run_1/congestion_map.png
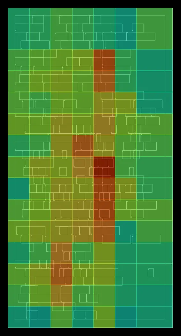
run_1/closeup.png
Region (27, 13) to (52, 38) um. Cells in gray, sequential cells in the stronger gray; small squares are vias.
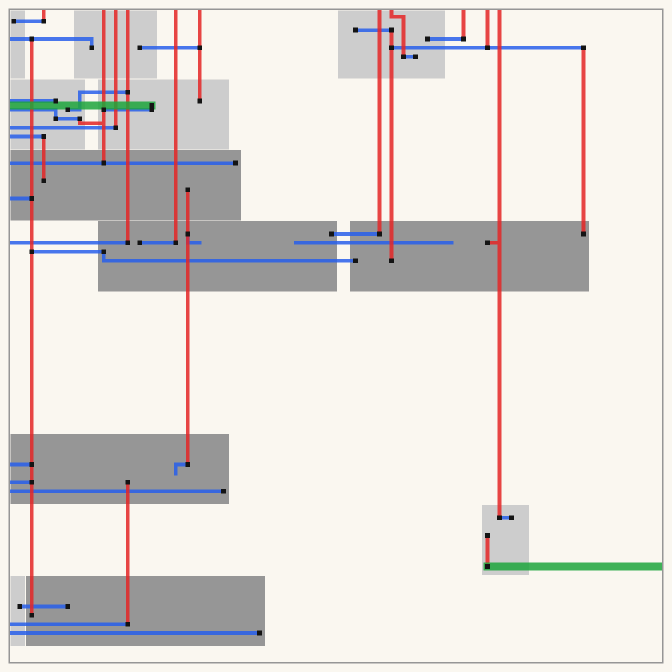
run_1/floorplan.png
Scale bar: 20 um. Pins as bars on the die edge. Tap cells in gray.
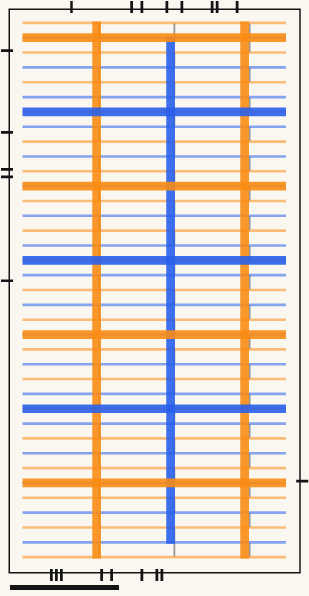
File: src/rtl/det_sec_trama.sv
// Frame synchroniser: hunts for a sync word, confirms it over LOCK_CNT frames,
// flywheels through up to MISS_CNT-1 bad sync words and delivers each payload in parallel.
module det_sec_trama #(
   parameter int                SYNC_W       = 5,
   parameter logic [SYNC_W-1:0] SECUENCIA    = 5'b10100,
   parameter logic [SYNC_W-1:0] SEC_REINICIO = 5'b00000,
   parameter int                PAYLOAD_W    = 8,
   parameter int                LOCK_CNT     = 2,
   parameter int                MISS_CNT     = 3
) (
   input  logic                 clk,
   input  logic                 rst,
   input  logic                 bit_en,
   input  logic                 s_in,
   output logic                 valido,
   output logic                 nuevo_numero,
   output logic [PAYLOAD_W-1:0] dato,
   output logic [7:0]           err_cnt
);

   localparam int FRAME_LEN = SYNC_W + PAYLOAD_W;
   localparam int POS_W     = $clog2(FRAME_LEN);
   localparam int HIT_W     = $clog2(LOCK_CNT + 1);
   localparam int MISS_W    = $clog2(MISS_CNT + 1);

   typedef enum logic [3:0] {
      BUSQUEDA     = 4'b0001,
      VERIFICACION = 4'b0010,
      SINCRONIZADO = 4'b0100,
      FALLA        = 4'b1000
   } estado_t;

   // Current FSM state; kept as a named signal so checkers can bind to it.
   estado_t              estado;
   logic [SYNC_W-2:0]    sr;
   logic [POS_W-1:0]     pos;
   logic [PAYLOAD_W-1:0] pay;
   logic [HIT_W-1:0]     hits;
   logic [MISS_W-1:0]    misses;

   logic [SYNC_W-1:0]    w;
   logic [PAYLOAD_W-1:0] pay_nxt;
   logic [7:0]           err_inc;
   logic                 es_borde, es_fin_pay, en_pay, hit, reinicio, legal;

   always_comb begin
      w          = {sr, s_in};
      pay_nxt    = (pay << 1) | PAYLOAD_W'(s_in);
      es_borde   = (pos == POS_W'(FRAME_LEN - 1));
      es_fin_pay = (pos == POS_W'(PAYLOAD_W - 1));
      en_pay     = (pos < POS_W'(PAYLOAD_W));
      hit        = (w == SECUENCIA);
      reinicio   = (w == SEC_REINICIO);
      err_inc    = (err_cnt == 8'hFF) ? err_cnt : err_cnt + 8'd1;
      legal      = (estado == BUSQUEDA) || (estado == VERIFICACION) ||
                   (estado == SINCRONIZADO) || (estado == FALLA);
   end

   always_ff @(posedge clk or negedge rst) begin
      if (!rst) begin
         estado       <= BUSQUEDA;
         sr           <= '0;
         pos          <= '0;
         pay          <= '0;
         hits         <= '0;
         misses       <= '0;
         valido       <= 1'b0;
         nuevo_numero <= 1'b0;
         dato         <= '0;
         err_cnt      <= '0;
      end else begin
         nuevo_numero <= 1'b0;
         if (!legal) begin
            estado <= BUSQUEDA;
            valido <= 1'b0;
            hits   <= '0;
            misses <= '0;
         end else if (bit_en) begin
            sr  <= w[SYNC_W-2:0];
            pos <= es_borde ? '0 : pos + 1'b1;
            if (en_pay) pay <= pay_nxt;
            if (es_fin_pay && (estado == SINCRONIZADO || estado == FALLA)) begin
               dato         <= pay_nxt;
               nuevo_numero <= 1'b1;
            end
            case (estado)
               BUSQUEDA: begin
                  if (hit) begin
                     pos  <= '0;
                     hits <= HIT_W'(1);
                     if (LOCK_CNT == 1) begin
                        estado <= SINCRONIZADO;
                        valido <= 1'b1;
                     end else begin
                        estado <= VERIFICACION;
                     end
                  end
               end
               VERIFICACION: begin
                  if (es_borde) begin
                     if (hit) begin
                        hits <= hits + 1'b1;
                        if (hits == HIT_W'(LOCK_CNT - 1)) begin
                           estado <= SINCRONIZADO;
                           valido <= 1'b1;
                        end
                     end else begin
                        estado <= BUSQUEDA;
                        hits   <= '0;
                        misses <= '0;
                     end
                  end
               end
               SINCRONIZADO: begin
                  // The forced-unlock word wins over the miss bookkeeping.
                  if (es_borde) begin
                     if (reinicio) begin
                        estado <= BUSQUEDA;
                        valido <= 1'b0;
                        hits   <= '0;
                        misses <= '0;
                     end else if (!hit) begin
                        err_cnt <= err_inc;
                        if (MISS_CNT == 1) begin
                           estado <= BUSQUEDA;
                           valido <= 1'b0;
                           hits   <= '0;
                           misses <= '0;
                        end else begin
                           estado <= FALLA;
                           misses <= MISS_W'(1);
                        end
                     end
                  end
               end
               FALLA: begin
                  if (es_borde) begin
                     if (reinicio) begin
                        estado <= BUSQUEDA;
                        valido <= 1'b0;
                        hits   <= '0;
                        misses <= '0;
                     end else if (hit) begin
                        estado <= SINCRONIZADO;
                        misses <= '0;
                     end else begin
                        err_cnt <= err_inc;
                        if (misses == MISS_W'(MISS_CNT - 1)) begin
                           estado <= BUSQUEDA;
                           valido <= 1'b0;
                           hits   <= '0;
                           misses <= '0;
                        end else begin
                           misses <= misses + 1'b1;
                        end
                     end
                  end
               end
               default: estado <= BUSQUEDA;
            endcase
         end
      end
   end

endmodule

File: config.mk
export PLATFORM = sky130hd
export DESIGN_NAME = det_sec_trama
export DESIGN_NICKNAME = d
export VERILOG_FILES = /design/src/rtl/det_sec_trama.sv
export SDC_FILE = /design/constraint.sdc
export NUM_CORES = 1
export LEC_CHECK = 0
export ABC_AREA = 0
export CAP_MARGIN = 10
export CORE_AREA = 2 2 51 101
export DETAILED_ROUTE_END_ITERATION = 7
export DIE_AREA = 0 0 53 103
export PLACE_DENSITY = 0.61
export SYNTH_ARGS = -nofsm -noshare
export SYNTH_HDL_FRONTEND = slang
export SYNTH_SLANG_ARGS = --single-unit
File: constraint.sdc
create_clock -name clk -period 3.2 [get_ports clk]
set_input_delay 0.32 -clock clk [delete_from_list [all_inputs] [get_ports clk]]
set_output_delay 0.32 -clock clk [all_outputs]
set_load 0.02 [all_outputs]
==> flow_summary_export.csv, run 1 <==
group,metric,value,unit
logic_synthesis,post_synth_main_area_contributors,"sky130_fd_sc_hd__dfrtp_1 (49%), sky130_fd_sc_hd__mux2_2 (13%), sky130_fd_sc_hd__xor2_1 (3.0%)",
finish,stdcell_count,260,
logic_synthesis,yosys-stat-area,0.00205,sq mm
detailed_routing,met2_wl_post_dr,1930,um
sta,worst_slack_on_hold_paths,148,ps
detailed_routing,vias,1435,
clocking,cts-buffers-inserted,5,
power,power_frac_clock,23.7,%
power,static_leak,1.01,nW
grt,global_route.overflow_total,0,
finish,most-common-layout-cells,"sky130_fd_sc_hd__dfrtp_1 (40), sky130_fd_sc_hd__mux2_2 (23), sky130_fd_sc_hd__clkdlybuf4s50_1 (20), sky130_fd_sc_hd__inv_1 (8), sky130_fd_sc_hd__o21ai_0 (8)",
critical_path,slowest_stage,"sky130_fd_sc_hd__or4_1",
critical_path,criticalPathCategory,"reg2reg",
critical_path,critPathRequiredTime,3380,ps
finish,buffers_excl_clock,22,
finish,final_net_count,210,
logic_synthesis,ys.warnings.count,0,
critical_path,max_stage_delay,690,ps
grt,grt_busiest_layer,"met2",
grt,wire_length_of_the_first_global_routing_pass,6490,um
placed_design,dp_worst_setup_slack,602,ps
finish,logic_gate_count,124,
finish,layout.area.comb,951,sq um
logic_synthesis,synth_adder_area_share,2.44,%
critical_path,critical_path_peak_fanout,16,
logic_synthesis,synthAoiAreaFrac,10.2,%
finish,layout-drive-gt1-share,21.2,%
finish,comb-cell-share,39.5,%
floorplan,ios,22,
sta,worst_slew_pin_slew,919,ps
finish,postLayoutCellArea,0.00241,sq mm
power,top_power_group,"sequential cells",
min_path,hp-class,"in2async",
floorplan,nWellTaps,57,
finish,num-nonclk-inverters,8,
logic_synthesis,ys_seq_share,50.1,%
logic_synthesis,yosysUniqueCellTypes,44,
critical_path,critical_path_depth,5,
finish,diodes,0,
sta,unrepaired_setup_endpoints_after_global_routing,"no",
logic_synthesis,yosys-stat-cells,182,
critical_path,crit_start,"estado[2]",
critical_path,worstSetupEndpoint,"err_cnt[1]",
logic_synthesis,edf_count,0,
critical_path,reg2regPathDepth,5,
clocking,postCtsSetupBuffers,0,
placed_design,placedInstanceArea,0.00229,sq mm
sta,slew_violations,0,
clocking,cts_root_buffer,"sky130_fd_sc_hd__clkbuf_8",
floorplan,fp.coreArea,0.00473,sq mm
detailed_routing,dr.max_layer_used,"met4",
sta,max-slew-margin-rel,38.8,%
finish,clock_area_share,4.78,%
finish,area_share_nonclk_buffers,8.84,%
critical_path,rr_endpoint,"err_cnt[1]",
logic_synthesis,synth.cellmix.xorXnorShare,3.84,%
power,power_switching_share,34.1,%
logic_synthesis,async_reset_ff_share,100,%
sta,fin_tns_setup,0,ps
logic_synthesis,synth_largest_type_area_fraction,48.8,%
detailed_routing,drt.antenna.violating_nets,0,
power,p_int,1.16,mW
logic_synthesis,netlist_area,0.00205,sq mm
placed_design,place.gp.congestion,0.893,
finish,flip_flop_and_latch_area,0.00103,sq mm
logic_synthesis,synth_flop_count,41,
run,cap_viol_max_count,0,
floorplan,starting_utilization_of_the_core_area,43.4,%
clocking,clk_path_buf_depth,2,
grt,grt_antenna_before_repair,0,
detailed_routing,vias_per_cell,5.52,
grt,globalRouteTotalUtil,16.1,%
power,power.combinational.fraction,32.5,%
detailed_routing,detailroute.wirelength.met3,85,um
logic_synthesis,post-synth-top-area-cell,"sky130_fd_sc_hd__dfrtp_1",
floorplan,chipWidth,53,um
sta,final_period_minus_worst_setup_slack,2430,ps
finish,largestRegisters,"dato: 8 flops, err_cnt: 8 flops, pay: 7 flops",
floorplan,row_count,36,
sta,finalClockPeriodUsage,76.1,%
power,p_seq,0.770,mW
finish,clock_buffers,5,
placed_design,place.detailed.instances,252,
clocking,holdBufCountCts,0,
logic_synthesis,logic_family,"simple AND/OR/NAND/NOR gates",
critical_path,worst_r2r_startpoint,"estado[2]",
clocking,post_cts_resized,0,
logic_synthesis,syn-num-nets,190,
critical_path,worst-path-buf-inv,0,
clocking,cts_tree,"built",
finish,mostFrequentLayoutCell,"sky130_fd_sc_hd__dfrtp_1",
run,tool_warnings,27,
finish,ff_count,41,
power,pg_comb,0.570,mW
logic_synthesis,ff_type,"sky130_fd_sc_hd__dfrtp_1",
critical_path,reg2reg_slack,770,ps
finish,fillers,440,
floorplan,die_area,0.00546,sq mm
logic_synthesis,synth.avg_cell_area,11.3,sq um
power,p_seq_share,43.9,%
outcome,result_of_the_run,"finished, final reports clean",
grt,grtUsageMet1,21.7,%
clocking,clk_pin_slew_worst_paths,80,ps
logic_synthesis,common_cells,"sky130_fd_sc_hd__dfrtp_1 (40), sky130_fd_sc_hd__mux2_2 (23), sky130_fd_sc_hd__inv_1 (8), sky130_fd_sc_hd__o21ai_0 (8)",
floorplan,chipHeight,103,um
sta,setup_ws,766,ps
detailed_routing,detail_route.iter0.violations,41,
critical_path,timing.critical_path.arrival,2620,ps
sta,finalHoldViolations,0,
placed_design,io_buffers,21,
clocking,worstSkewPairLatency,290,ps
critical_path,critical_path.cell_chain,"xor2_1, nand2_1, or4_1, or2_4, mux2_4",
finish,fraction_of_area_in_registers,42.7,%
sta,fmax,411,MHz
logic_synthesis,yosys-mux-area-fraction,14.3,%
## Picture notes: congestion_map.png
met2 Resource Use GR: 24.4%
detail-routed net length per standard cell: 14.9 um

## Picture notes: closeup.png
legend:
  blue:
    layer: M1
  green:
    layer: M3
  red:
    layer: M2
most frequent: dfrtp_1 (5), mux2_2 (2)
cells with their middle in the window: 10
sequential cells in the window: 5
netlist names of flops here include: `err_cnt` (2), `estado` (2)

## Picture notes: floorplan.png
legend:
  blue:
    net: VDD
  orange:
    net: VSS
tap cells: 57
met1 rails: 37
rows: 36

==> inputs of run 2 (changes only) <==
Clock period 3.2 ns to 2.4 ns, I/O delays scaled along.
==> run 2 against run 1 <==
Cell area grew 4.0%. Critical path type unchanged. Maximum frequency grew 7.2%. Largest power group unchanged. Largest cell class unchanged. Critical path depth is the same.
==> flow_summary_export.csv, run 2 <==
group,metric,value,unit
floorplan,die_area,0.00546,sq mm
grt,globalRouteMet2Util,25.5,%
logic_synthesis,synth_flop_count,41,
logic_synthesis,post_synth_main_area_contributors,"sky130_fd_sc_hd__dfrtp_1 (49%), sky130_fd_sc_hd__mux2_2 (13%), sky130_fd_sc_hd__xor2_1 (3.0%)",
placed_design,dp_worst_setup_slack,90.0,ps
power,pg_comb,0.859,mW
finish,final_net_count,222,
clocking,htree_levels,2,
sta,final_period_minus_worst_setup_slack,2270,ps
placed_design,place.detailed.instances,264,
clocking,cts_root_buffer,"sky130_fd_sc_hd__clkbuf_8",
sta,max-slew-margin-rel,40.8,%
critical_path,criticalPathCategory,"reg2reg",
logic_synthesis,post-synth-top-area-cell,"sky130_fd_sc_hd__dfrtp_1",
floorplan,chipHeight,103,um
logic_synthesis,yosys-mux-area-fraction,14.3,%
run,cap_viol_max_count,0,
finish,buffers_excl_clock,34,
logic_synthesis,yosysUniqueCellTypes,44,
critical_path,crit_start,"estado[1]",
finish,comb-cell-share,38.0,%
sta,worst_slack_on_hold_paths,64.8,ps
clocking,clk_path_buf_depth,2,
sta,unrepaired_setup_endpoints_after_global_routing,"no",
clocking,cts_tree,"built",
logic_synthesis,logic_family,"simple AND/OR/NAND/NOR gates",
critical_path,worst_r2r_startpoint,"estado[1]",
clocking,holdBufCountCts,0,
logic_synthesis,syn-num-nets,190,
finish,layout-drive-gt1-share,25.6,%
critical_path,max_stage_delay,580,ps
logic_synthesis,synth.avg_cell_area,11.3,sq um
finish,layout.area.comb,951,sq um
finish,num-nonclk-inverters,8,
sta,finalHoldViolations,0,
finish,stdcell_count,272,
logic_synthesis,edf_count,0,
floorplan,chipWidth,53,um
sta,fin_tns_setup,0,ps
placed_design,place.gp.congestion,0.866,
finish,clock_buffers,6,
finish,fillers,423,
finish,postLayoutCellArea,0.00250,sq mm
logic_synthesis,ff_type,"sky130_fd_sc_hd__dfrtp_1",
critical_path,critical_path_depth,5,
detailed_routing,wl_met1,1790,um
floorplan,row_count,36,
logic_synthesis,synth_largest_type_area_fraction,48.8,%
critical_path,critical_path.cell_chain,"or4b_1, and2_4, a21bo_2, nor2_4, mux2_2",
floorplan,fp.coreArea,0.00473,sq mm
critical_path,worstSetupEndpoint,"pay[1]",
logic_synthesis,synth_adder_area_share,2.44,%
finish,logic_gate_count,124,
sta,slew_violations,0,
sta,fmax,441,MHz
placed_design,io_buffers,21,
finish,diodes,0,
detailed_routing,met2_wl_post_dr,1970,um
finish,flip_flop_and_latch_area,0.00103,sq mm
clocking,cts-buffers-inserted,5,
finish,largestRegisters,"dato: 8 flops, err_cnt: 8 flops, pay: 7 flops",
min_path,hp-class,"in2async",
power,top_power_group,"sequential cells",
logic_synthesis,yosys-stat-area,0.00205,sq mm
finish,most-common-layout-cells,"sky130_fd_sc_hd__dfrtp_1 (40), sky130_fd_sc_hd__mux2_2 (23), sky130_fd_sc_hd__clkdlybuf4s50_1 (20), sky130_fd_sc_hd__buf_4 (13)",
floorplan,nWellTaps,57,
power,p_seq,1.01,mW
power,power.combinational.fraction,35.0,%
detailed_routing,detailroute.wirelength.met3,110,um
grt,grt_antenna_before_repair,0,
clocking,worstSkewPairLatency,300,ps
detailed_routing,dr.max_layer_used,"met4",
critical_path,rr_endpoint,"pay[1]",
logic_synthesis,ys_seq_share,50.1,%
grt,wire_length_of_the_first_global_routing_pass,6690,um
detailed_routing,vias,1484,
clocking,post_cts_resized,0,
power,p_seq_share,41.3,%
detailed_routing,drt.antenna.violating_nets,0,
floorplan,ios,22,
logic_synthesis,netlist_area,0.00205,sq mm
critical_path,critical_path_peak_fanout,12,
placed_design,placedInstanceArea,0.00238,sq mm
floorplan,starting_utilization_of_the_core_area,43.4,%
critical_path,reg2regPathDepth,5,
detailed_routing,detail_route.iter0.violations,35,
logic_synthesis,synth.cellmix.xorXnorShare,3.84,%
finish,ff_count,41,
power,power_frac_clock,23.7,%
grt,global_route.overflow_total,0,
finish,clock_area_share,4.80,%
logic_synthesis,yosys-stat-cells,182,
run,tool_warnings,27,
power,p_int,1.63,mW
outcome,result_of_the_run,"finished, final reports clean",
critical_path,reg2reg_slack,130,ps
power,static_leak,1.07,nW
sta,finalClockPeriodUsage,94.6,%
critical_path,worst-path-buf-inv,0,
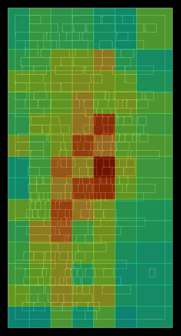
run_2/congestion_map.png
detail-routed net length per standard cell: 14.7 um
busiest grt layer: met2
fraction of the core area covered by cells at the end of the flow: 52.9%
GRT Total Usage: 16.6%
met1 demand-to-capacity share in global routing: 22.1%

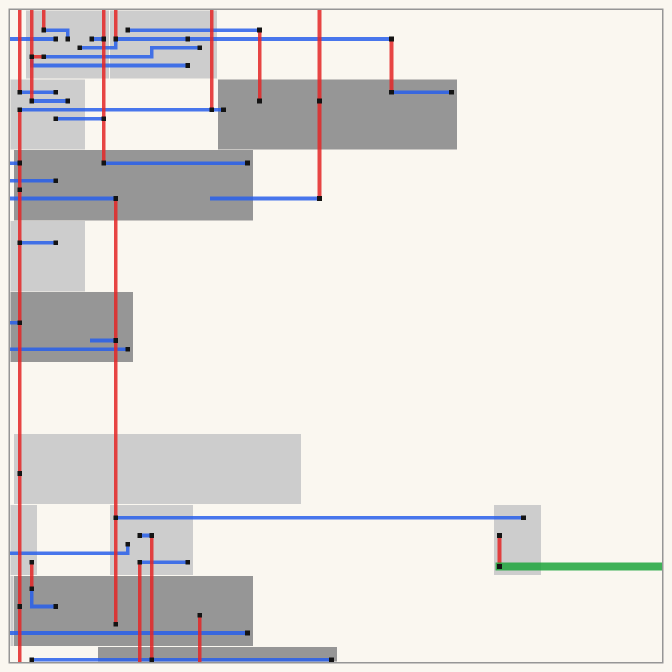
run_2/closeup.png
Region (27, 13) to (52, 38) um. Cells in gray, sequential cells in the stronger gray; small squares are vias.
legend:
  red:
    layer: M2
  blue:
    layer: M1
  green:
    layer: M3
netlist names of flops here include: `err_cnt` (2), `misses` (2)
sequential cells in the window: 4
cells with their middle in the window: 11
most frequent: dfrtp_1 (4), mux2_2 (2)

No activity file was given, so power comes from the tool's default toggle rates.
